File: src/rtl/pipe_pkg.sv
`default_nettype none
// ============================================================================
// Module      : pipe_pkg
// Description : Shared ID/EX stage encodings, x0 constant and payload layout.
// Revision    : 1.0 - initial release
// ============================================================================
package pipe_pkg;

  typedef enum logic [1:0] {
    ST_EMPTY = 2'd0,
    ST_ONE   = 2'd1,
    ST_FULL  = 2'd2
  } state_e;

  localparam int RD_W_DEF = 5;
  localparam logic [RD_W_DEF-1:0] X0 = '0;

  // Field layout of the 160-bit decoded payload, shared by decode and execute.
  localparam int IDEX_FIELD_W  = 32;
  localparam int IDEX_PC_LSB   = 0;
  localparam int IDEX_PC4_LSB  = 32;
  localparam int IDEX_IMM_LSB  = 64;
  localparam int IDEX_OPND_LSB = 96;
  localparam int IDEX_CTRL_LSB = 128;
  localparam int IDEX_DATA_W   = 160;

  function automatic logic [IDEX_FIELD_W-1:0] idex_field(
    input logic [IDEX_DATA_W-1:0] payload,
    input int                     lsb
  );
    return payload[lsb +: IDEX_FIELD_W];
  endfunction

endpackage : pipe_pkg
`default_nettype wire

File: src/rtl/id_ex_entry.sv
`default_nettype none
// ============================================================================
// Module      : id_ex_entry
// Description : One ID/EX holding slot: payload, rd, regwrite, valid and
//               source-register hit comparators.
// Revision    : 1.0 - initial release
// ============================================================================
module id_ex_entry
  import pipe_pkg::*;
#(
  parameter int DATA_W = 160,
  parameter int RD_W   = RD_W_DEF
) (
  input  logic              clk,
  input  logic              rst,
  input  logic              load_i,
  input  logic              clear_i,
  input  logic [DATA_W-1:0] data_i,
  input  logic [RD_W-1:0]   rd_i,
  input  logic              regwrite_i,
  input  logic [RD_W-1:0]   rs1_i,
  input  logic [RD_W-1:0]   rs2_i,
  output logic              valid_o,
  output logic [DATA_W-1:0] data_o,
  output logic [RD_W-1:0]   rd_o,
  output logic              regwrite_o,
  output logic              rs1_hit_o,
  output logic              rs2_hit_o
);

  logic              valid_q, valid_d;
  logic [DATA_W-1:0] data_q, data_d;
  logic [RD_W-1:0]   rd_q, rd_d;
  logic              regwrite_q, regwrite_d;

  always_comb begin
    valid_d    = valid_q;
    data_d     = data_q;
    rd_d       = rd_q;
    regwrite_d = regwrite_q;
    if (load_i) begin
      valid_d    = 1'b1;
      data_d     = data_i;
      rd_d       = rd_i;
      regwrite_d = regwrite_i;
    end else if (clear_i) begin
      valid_d    = 1'b0;
    end
  end

  always_ff @(posedge clk) begin
    if (rst) begin
      valid_q <= 1'b0;
    end else begin
      valid_q <= valid_d;
    end
  end

  // Payload is never cleared; the top masks it when the slot is empty.
  always_ff @(posedge clk) begin
    data_q     <= data_d;
    rd_q       <= rd_d;
    regwrite_q <= regwrite_d;
  end

  assign valid_o    = valid_q;
  assign data_o     = data_q;
  assign rd_o       = rd_q;
  assign regwrite_o = regwrite_q;

  assign rs1_hit_o = valid_q & regwrite_q & (rd_q == rs1_i) & (rs1_i != RD_W'(X0));
  assign rs2_hit_o = valid_q & regwrite_q & (rd_q == rs2_i) & (rs2_i != RD_W'(X0));

endmodule : id_ex_entry
`default_nettype wire

File: src/rtl/id_ex_stage_buf.sv
`default_nettype none
// ============================================================================
// Module      : id_ex_stage_buf
// Description : Elastic ID/EX stage with flush and hazard hit reporting.
//               Define ID_EX_SKID_EN for the two-entry registered-ready build.
// Revision    : 1.0 - initial release
// ============================================================================
module id_ex_stage_buf
  import pipe_pkg::*;
#(
  parameter int DATA_W      = 160,
  parameter int RD_W        = RD_W_DEF,
  parameter bit ZERO_BUBBLE = 1'b1
) (
  input  logic              clk,
  input  logic              rst,
  input  logic              flush_i,
  input  logic              valid_i,
  output logic              ready_o,
  input  logic [DATA_W-1:0] data_i,
  input  logic [RD_W-1:0]   rd_i,
  input  logic              regwrite_i,
  output logic              valid_o,
  input  logic              ready_i,
  output logic [DATA_W-1:0] data_o,
  output logic [RD_W-1:0]   rd_o,
  output logic              regwrite_o,
  input  logic [RD_W-1:0]   rs1_i,
  input  logic [RD_W-1:0]   rs2_i,
  output logic              rs1_hit_o,
  output logic              rs2_hit_o,
  output logic [1:0]        count_o
);

  state_e state_q, state_d;

  logic in_fire, out_fire;
  logic head_load, head_clear;

  logic              head_valid;
  logic [DATA_W-1:0] head_data, head_data_in;
  logic [RD_W-1:0]   head_rd, head_rd_in;
  logic              head_rw, head_rw_in;
  logic              head_hit1, head_hit2;

  assign in_fire  = valid_i & ready_o;
  assign out_fire = valid_o & ready_i;

`ifdef ID_EX_SKID_EN
  logic              skid_load, skid_clear, head_from_skid;
  logic              skid_valid;
  logic [DATA_W-1:0] skid_data;
  logic [RD_W-1:0]   skid_rd;
  logic              skid_rw;
  logic              skid_hit1, skid_hit2;

  assign head_data_in = head_from_skid ? skid_data : data_i;
  assign head_rd_in   = head_from_skid ? skid_rd   : rd_i;
  assign head_rw_in   = head_from_skid ? skid_rw   : regwrite_i;

  // Registered ready: decode never sees execute's stall combinationally.
  assign ready_o = (state_q != ST_FULL);
`else
  assign head_data_in = data_i;
  assign head_rd_in   = rd_i;
  assign head_rw_in   = regwrite_i;

  assign ready_o = ~valid_o | ready_i;
`endif

  always_comb begin
    state_d    = state_q;
    head_load  = 1'b0;
    head_clear = 1'b0;
`ifdef ID_EX_SKID_EN
    skid_load      = 1'b0;
    skid_clear     = 1'b0;
    head_from_skid = 1'b0;
`endif
    if (flush_i) begin
      state_d    = ST_EMPTY;
      head_clear = 1'b1;
`ifdef ID_EX_SKID_EN
      skid_clear = 1'b1;
`endif
    end else begin
      case (state_q)
        ST_EMPTY: begin
          if (in_fire) begin
            head_load = 1'b1;
            state_d   = ST_ONE;
          end
        end
        ST_ONE: begin
          if (in_fire && out_fire) begin
            head_load = 1'b1;
`ifdef ID_EX_SKID_EN
          end else if (in_fire) begin
            skid_load = 1'b1;
            state_d   = ST_FULL;
`endif
          end else if (out_fire) begin
            head_clear = 1'b1;
            state_d    = ST_EMPTY;
          end
        end
`ifdef ID_EX_SKID_EN
        ST_FULL: begin
          if (out_fire) begin
            head_load      = 1'b1;
            head_from_skid = 1'b1;
            skid_clear     = 1'b1;
            state_d        = ST_ONE;
          end
        end
`endif
        default: state_d = ST_EMPTY;
      endcase
    end
  end

  always_ff @(posedge clk) begin
    if (rst) begin
      state_q <= ST_EMPTY;
    end else begin
      state_q <= state_d;
    end
  end

  id_ex_entry #(
    .DATA_W (DATA_W),
    .RD_W   (RD_W)
  ) u_head (
    .clk        (clk),
    .rst        (rst),
    .load_i     (head_load),
    .clear_i    (head_clear),
    .data_i     (head_data_in),
    .rd_i       (head_rd_in),
    .regwrite_i (head_rw_in),
    .rs1_i      (rs1_i),
    .rs2_i      (rs2_i),
    .valid_o    (head_valid),
    .data_o     (head_data),
    .rd_o       (head_rd),
    .regwrite_o (head_rw),
    .rs1_hit_o  (head_hit1),
    .rs2_hit_o  (head_hit2)
  );

`ifdef ID_EX_SKID_EN
  id_ex_entry #(
    .DATA_W (DATA_W),
    .RD_W   (RD_W)
  ) u_skid (
    .clk        (clk),
    .rst        (rst),
    .load_i     (skid_load),
    .clear_i    (skid_clear),
    .data_i     (data_i),
    .rd_i       (rd_i),
    .regwrite_i (regwrite_i),
    .rs1_i      (rs1_i),
    .rs2_i      (rs2_i),
    .valid_o    (skid_valid),
    .data_o     (skid_data),
    .rd_o       (skid_rd),
    .regwrite_o (skid_rw),
    .rs1_hit_o  (skid_hit1),
    .rs2_hit_o  (skid_hit2)
  );

  // skid_valid mirrors ST_FULL; it only gates the skid comparators.
  assign rs1_hit_o = head_hit1 | (skid_valid & skid_hit1);
  assign rs2_hit_o = head_hit2 | (skid_valid & skid_hit2);
`else
  assign rs1_hit_o = head_hit1;
  assign rs2_hit_o = head_hit2;
`endif

  assign valid_o = head_valid;

  generate
    if (ZERO_BUBBLE) begin : g_zero_bubble
      assign data_o     = head_valid ? head_data : '0;
      assign rd_o       = head_valid ? head_rd   : '0;
      assign regwrite_o = head_valid & head_rw;
    end else begin : g_raw_bubble
      assign data_o     = head_data;
      assign rd_o       = head_rd;
      assign regwrite_o = head_rw;
    end
  endgenerate

  always_comb begin
    count_o = 2'd0;
    case (state_q)
      ST_ONE:  count_o = 2'd1;
      ST_FULL: count_o = 2'd2;
      default: count_o = 2'd0;
    endcase
  end

endmodule : id_ex_stage_buf
`default_nettype wire

File: config.mk
export PLATFORM = sky130hd
export DESIGN_NAME = id_ex_stage_buf
export DESIGN_NICKNAME = d
export VERILOG_FILES = /design/src/rtl/pipe_pkg.sv /design/src/rtl/id_ex_entry.sv /design/src/rtl/id_ex_stage_buf.sv
export SDC_FILE = /design/constraint.sdc
export NUM_CORES = 1
export LEC_CHECK = 0
export CORE_ASPECT_RATIO = 1.75
export CORE_MARGIN = 3
export CORE_UTILIZATION = 28
export DETAILED_ROUTE_END_ITERATION = 8
export MAX_ROUTING_LAYER = met4
export PLACE_DENSITY = 0.68
export SETUP_SLACK_MARGIN = 0.5
export SLEW_MARGIN = 25
export SYNTH_ARGS = -nofsm -noshare
export SYNTH_HDL_FRONTEND = slang
export SYNTH_SLANG_ARGS = --single-unit
File: constraint.sdc
create_clock -name clk -period 15.22 [get_ports clk]
set_input_delay 1.522 -clock clk [delete_from_list [all_inputs] [get_ports clk]]
set_output_delay 1.522 -clock clk [all_outputs]
set_load 0.02 [all_outputs]
### Local utilization, run 1

The die is cut into 12 by 21 equal tiles; black is low, pale yellow is high, 0 to 100% covered.
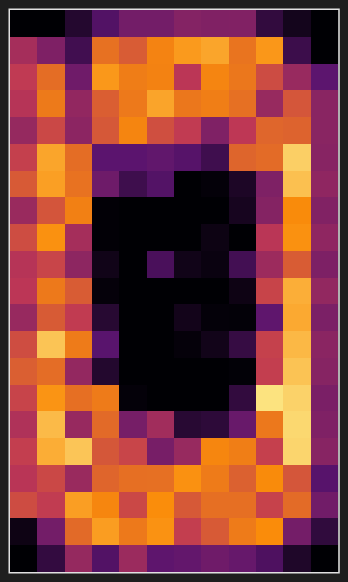
fullest tile: 94%
nearly empty tiles: 16%
emptiest ninth of the die: middle
tiles over 75% full: 12%
fin util: 47.90%
Core ar.: 22340 um2
fp_density: 28.86%

### Register map, names as in the netlist, run 1

The bar under the picture is 20 um long.
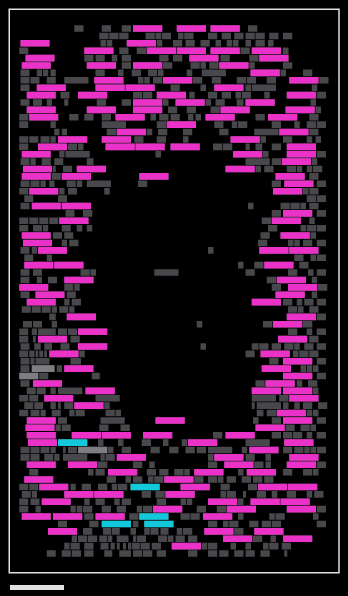
legend:
  u_head.rd_o:
    color: cyan
    flops: 5
    where: bottom middle
  u_head.data_o:
    color: magenta
    flops: 160
    where: widely spread
Seq group: 0.541 mW
fraction of area in registers: 46.99%
Sequential Area: 5029 um2

==> impl_metrics.toml, run 1 <==
# generated from flow reports
[setup_path]
cp-start-kind = "input port"
worstReg2RegStart = "u_head.valid_o"
r2r_end = "u_head.data_o[111]"
cp-end-kind = "output port"
reg2reg_depth = 3
crit_path_max_fanout = 2
cp.arrival_ns = 3.23
reg2reg_slack_ns = 12.39
critPathRequiredTime_ns = 13.70
path_class = "in2out"
endpoint = "rs2_hit_o"
cp-startpoint = "rs2_i[4]"

[logic_synthesis]
top_area_cell = "edfxtp_1"
top_cells_by_count = "166 x and2_1, 166 x edfxtp_1, 11 x buf_6"
yosys-stat-cells = 384
compound_area_share_pct = 0.9121
yosys_warnings = 0
mux_share_pct = 0
synthArstFlopShare_pct = 0
synthTopLogicFamily = "simple AND/OR/NAND/NOR gates"
xor_share_pct = 1.087
ys_chip_area_um2 = 6447
synth-simple-area-share_pct = 17.27
area_leaders = "edfxtp_1 77%, and2_1 16%, buf_6 1.9%"
ys_sh_adder_pct = 0
syn_avg_cell_area_um2 = 16.79
edf_count = 166
netlist_instances = 384
synthesis.area_um2 = 6447
numSynthFlops = 168
yosys.stat.seqShare_pct = 77.94
synth_top_area_share_pct = 77.31
synth_nets = 565
synth_cell_types = 22
ys.flop_type = "edfxtp_1"

[status]
status = "completed"

[pwr]
power_combinational_mw = 0.118
sw_frac_of_total_pct = 21.74
power_leader = "sequential cells"
p_leak_nw = 3.649
clkPwrFrac_pct = 36.3
p_int_mw = 0.8095
pwr-share-comb_pct = 11.4
seqPwrFrac_pct = 52.3
finalPower_mw = 1.034
switching_power_mw = 0.2249
pg_clk_mw = 0.376
p_per_area_nw_per_um2 = 96.65
ir_worst_vdd_v = 0.00006448

[floorplan]
rows = 72
nWellTaps = 296
chipWidth_um = 120.7
dieArea_um2 = 24960
die_h_um = 206.7
num_io_pins = 353

[final_timing]
skew_ns = 0.006945
setup_tns_ns = 0
fin_crit_sh_pct = 31.21
fin_crit_ns = 4.750
drv_slew = 0
finalSetupViolations = 0
max_freq_mhz = 210.5
final-hold-violation-count = 0
worst_slew_pin_slew_ns = 1.005
setup_ws_ns = 10.47
relSlewSlack_pct = 32.99
hold_ws_ns = 0.5516

[cells_and_area]
diodes = 0
instances_no_fill = 1045
logic_area_um2 = 1257
fin_area_um2 = 10700
largest_register_ffs = 160
buf_share_pct = 33.08
clock_area_share_pct = 4.653
fin_nets = 919
num-nonclk-inverters = 2
comb_area_share_pct = 11.75
seq_cell_count = 168
clkbuf_count = 22
dominant_cells = "sequential cells"
syn_to_final_growth_pct = 65.98
final_layout_size_suffix_gt1_share_pct = 4.539
logic_gate_count = 195
nFillCells = 2009

[clock_network]
root_buffer = "clkbuf_16"
clk_pin_slew_ns = 0.06
tritoncts = "yes"
h-tree-depth = 4
ctsHoldBuffers = 0
clockBufferDepth = 2
numCtsBuffers = 17
post_cts_buffers = 0
cts.sinks = 168
post_cts_resize_count = 0
clk_latency_ns = 0.42

[global_route]
grt_pass1_wl_um = 25660
grt_pass1_vias = 4508
grt_busiest_layer = "met2"
grt_usage_pct = 14.34
antenna_found_initial = 0
grt_overflow = 0
grt_start_max_net_pins = 90
grt_use_met1_pct = 15.05
grtUsageMet2_pct = 24.60

[routing]
drt_iter0_markers = 281
routed_wl_um = 17760
wl_met2_um = 9397
via_per_inst = 4.135
wl_met1_um = 6506
drc = 0
ant_nets = 0
firstDrtPassIters = 4
top_layer = "met4"
wl_met3_um = 1336

[placement]
io_buffers = 351
dpl_worst_slack_ns = 10.50
place_inst = 1015
hpwlAfterDp_um = 13270
place_area_um2 = 10200
gp_congestion = 0.8660

[job]
maxCapViolCount = 0
warning_count = 26

[min_path]
hold_end = "u_head.valid_o"
min-delay-start = "state_q[0]"
whs_path_depth = 1
hold_class = "reg2reg"
### Congestion heat map, run 1

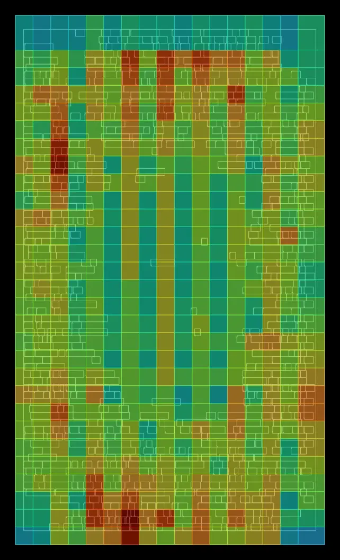
met3 GRT Util: 4.444%
WL per Instance: 17.00 um

[run 1: cells in the final DEF (no fill, tap or decap)]
cell / n
a211oi_2: 2
nand2b_1: 1
or3_1: 2
a21oi_1: 1
o21ai_2: 1
conb_1: 1
clkinvlp_4: 4
a2111oi_2: 1
nor3b_4: 1
clkdlybuf4s50_1: 351
nand3_1: 2
inv_1: 2
buf_4: 2
dfxtp_1: 1
nor4_1: 2
clkbuf_1: 5
dfxtp_4: 1
clkinv_2: 3
clkbuf_16: 17
clkinv_4: 1
nand2_1: 4
nor3b_1: 1
buf_6: 1
o21ai_0: 1
xnor2_1: 8
edfxtp_1: 166
nor2_1: 1
and2_1: 166
[run 1: critical path, cell delays in order]
cell,delay (ns)
clkdlybuf4s50_1,0.44
or3_1,0.38
a211oi_2,0.19
clkdlybuf4s50_1,0.69
## Run 2: what changed since run 1
--- a/config.mk
+++ b/config.mk
@@ -10,7 +10,7 @@
 export CORE_UTILIZATION = 28
 export DETAILED_ROUTE_END_ITERATION = 8
 export MAX_ROUTING_LAYER = met4
-export PLACE_DENSITY = 0.68
+export PLACE_DENSITY = 0.66
 export SETUP_SLACK_MARGIN = 0.5
 export SLEW_MARGIN = 25
 export SYNTH_ARGS = -nofsm -noshare
==> constraint.sdc (replaced) <==
create_clock -name clk -period 4.9 [get_ports clk]
set_input_delay 0.49 -clock clk [delete_from_list [all_inputs] [get_ports clk]]
set_output_delay 0.49 -clock clk [all_outputs]
set_load 0.02 [all_outputs]
### Metal layers overlaid, run 2

The bar under the picture is 20 um long. Only two layers are drawn.
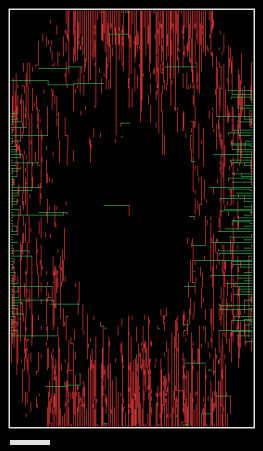
legend:
  met2:
    color: red
    wire_length: 9350 um
  met3:
    color: green
    wire_length: 1250 um
WL per Instance: 16.58 um
via count: 4258
Detailed Route WL: 17360 um

### Congestion heat map, run 2

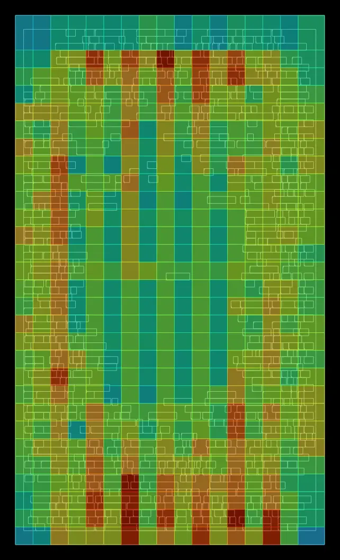
met3 GRT Util: 4.335%
Total Routing Usage GR: 14.19%

### Register map, names as in the netlist, run 2

The bar under the picture is 20 um long.
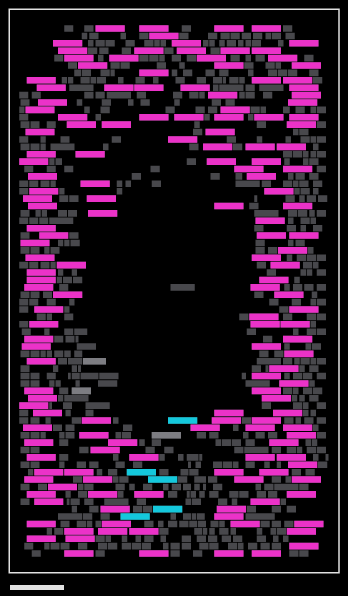
legend:
  u_head.rd_o:
    color: cyan
    flops: 5
    where: bottom middle
  u_head.data_o:
    color: magenta
    flops: 160
    where: widely spread
fraction of area in registers: 46.65%
Seq group: 1.68 mW
fin util: 48.25%

==> impl_metrics.toml, run 2 <==
# generated from flow reports
[global_route]
grt_pass1_wl_um = 25080
grt_pass1_vias = 4359
antenna_found_initial = 1
grt_start_max_net_pins = 125
grtUsageMet2_pct = 24.20
grt_use_met1_pct = 14.25
grt_overflow = 0
grt_busiest_layer = "met2"

[cells_and_area]
nFillCells = 2043
mostFrequentLayoutCells = "351 x clkdlybuf4s50_1, 166 x and2_1, 166 x edfxtp_1, 17 x clkbuf_16, 8 x xnor2_1"
syn_to_final_growth_pct = 67.18
largest_register_ffs = 160
fin_area_um2 = 10780
final_layout_size_suffix_gt1_share_pct = 4.933
fin_nets = 920
final_common_cell = "clkdlybuf4s50_1"
instances_no_fill = 1047

[floorplan]
num_io_pins = 353
core_um2 = 22340
fp_util_pct = 28.86
rows = 72
dieArea_um2 = 24960
chipWidth_um = 120.7
die_h_um = 206.7

[final_timing]
setup_tns_ns = 0
fin_crit_sh_pct = 62.60
relSlewSlack_pct = 64.62
skew_ns = 0.004288
drv_slew = 0
finalSetupViolations = 0
worst_slew_pin_slew_ns = 0.5308
hold_ws_ns = 0.5383
rsz0062_at_grt = "no"
final-hold-violation-count = 0
setup_ws_ns = 1.833
max_freq_mhz = 326.0
fin_crit_ns = 3.067

[min_path]
hold_end = "u_head.valid_o"
min-delay-start = "state_q[0]"
hold_class = "reg2reg"
whs_path_depth = 1

[logic_synthesis]
ys_chip_area_um2 = 6447
top_area_cell = "edfxtp_1"
edf_count = 166
yosys_warnings = 0
synthArstFlopShare_pct = 0
synth_top_area_share_pct = 77.31
top_cells_by_count = "166 x and2_1, 166 x edfxtp_1, 11 x buf_6"
synth-simple-area-share_pct = 17.27
synthesis.area_um2 = 6447
numSynthFlops = 168
mux_share_pct = 0
compound_area_share_pct = 0.9121
syn_avg_cell_area_um2 = 16.79
xor_share_pct = 1.087
ys_sh_adder_pct = 0
synthTopLogicFamily = "simple AND/OR/NAND/NOR gates"
netlist_instances = 384
yosys.stat.seqShare_pct = 77.94
yosys-stat-cells = 384
ys.flop_type = "edfxtp_1"
synth_cell_types = 22
area_leaders = "edfxtp_1 77%, and2_1 16%, buf_6 1.9%"
synth_nets = 565

[pwr]
clkPwrFrac_pct = 37.0
power_leader = "sequential cells"
ir_worst_vdd_v = 0.0002393
pg_clk_mw = 1.20
switching_power_mw = 0.6849
pwr-share-comb_pct = 11.4
sw_frac_of_total_pct = 21.07
finalPower_mw = 3.251
power_combinational_mw = 0.370
p_int_mw = 2.566
p_per_area_nw_per_um2 = 301.6
p_leak_nw = 3.685
seqPwrFrac_pct = 51.6

[clock_network]
root_buffer = "clkbuf_16"
clk_pin_slew_ns = 0.06
post_cts_resize_count = 0
numCtsBuffers = 17
clockBufferDepth = 2
clk_latency_ns = 0.43
h-tree-depth = 4
tritoncts = "yes"
cts.sinks = 168
ctsHoldBuffers = 0
post_cts_buffers = 0

[placement]
io_buffers = 351
hpwlAfterDp_um = 13120
place_area_um2 = 10240
gp_congestion = 0.7737
place_inst = 1015
dpl_worst_slack_ns = 2.070

[setup_path]
critPathBufInv = 3
r2r_end = "u_head.data_o[138]"
cp.arrival_ns = 2.58
worstReg2RegStart = "u_head.valid_o"
path_class = "reg2out"
cp_slowest_stage_delay_ns = 0.67
cp-end-kind = "output port"
reg2reg_slack_ns = 2.83
reg2reg_depth = 5
cp-startpoint = "u_head.valid_o"
cp-start-kind = "flip-flop"
critical-path-slowest-cell = "dfxtp_4"
path_cells = "buf_12, buf_4, and2_1, clkdlybuf4s50_1"
crit_path_max_fanout = 65
critPathRequiredTime_ns = 4.41
endpoint = "data_o[85]"
critPathTopFamily = "buffers and inverters"
cp.depth = 4

[routing]
ant_nets = 0
firstDrtPassIters = 4
drc = 0
wl_met2_um = 9354
wl_met3_um = 1253
top_layer = "met4"
via_per_inst = 4.067
wl_met1_um = 6070
drt_iter0_markers = 211

[job]
maxCapViolCount = 0
warning_count = 28

[status]
status = "completed"
-- run 2: cell type report --
| cell class | instances | area [um2] | share of cell area (%) |
|---|---|---|---|
| Sequential cell | 168 | 5029 | 46.65 |
| Timing Repair Buffer | 355 | 3581 | 33.22 |
| Multi-Input combinational cell | 195 | 1269 | 11.77 |
| Clock buffer | 21 | 440.4 | 4.086 |
| Antenna cell | 1 | 2.502 | 0.02322 |
| Tap cell | 296 | 370.4 | 3.436 |
| Inverter | 2 | 7.507 | 0.06965 |
| Clock inverter | 9 | 80.08 | 0.7429 |
-- run 2: logic make-up after synthesis --
kind of cell    Yosys count
compound gates            6
xor+xnor                  8
buf+inv                  21
flops                   168
other cells               1
simple gates            180
Power is estimated from default activity; no workload was simulated.
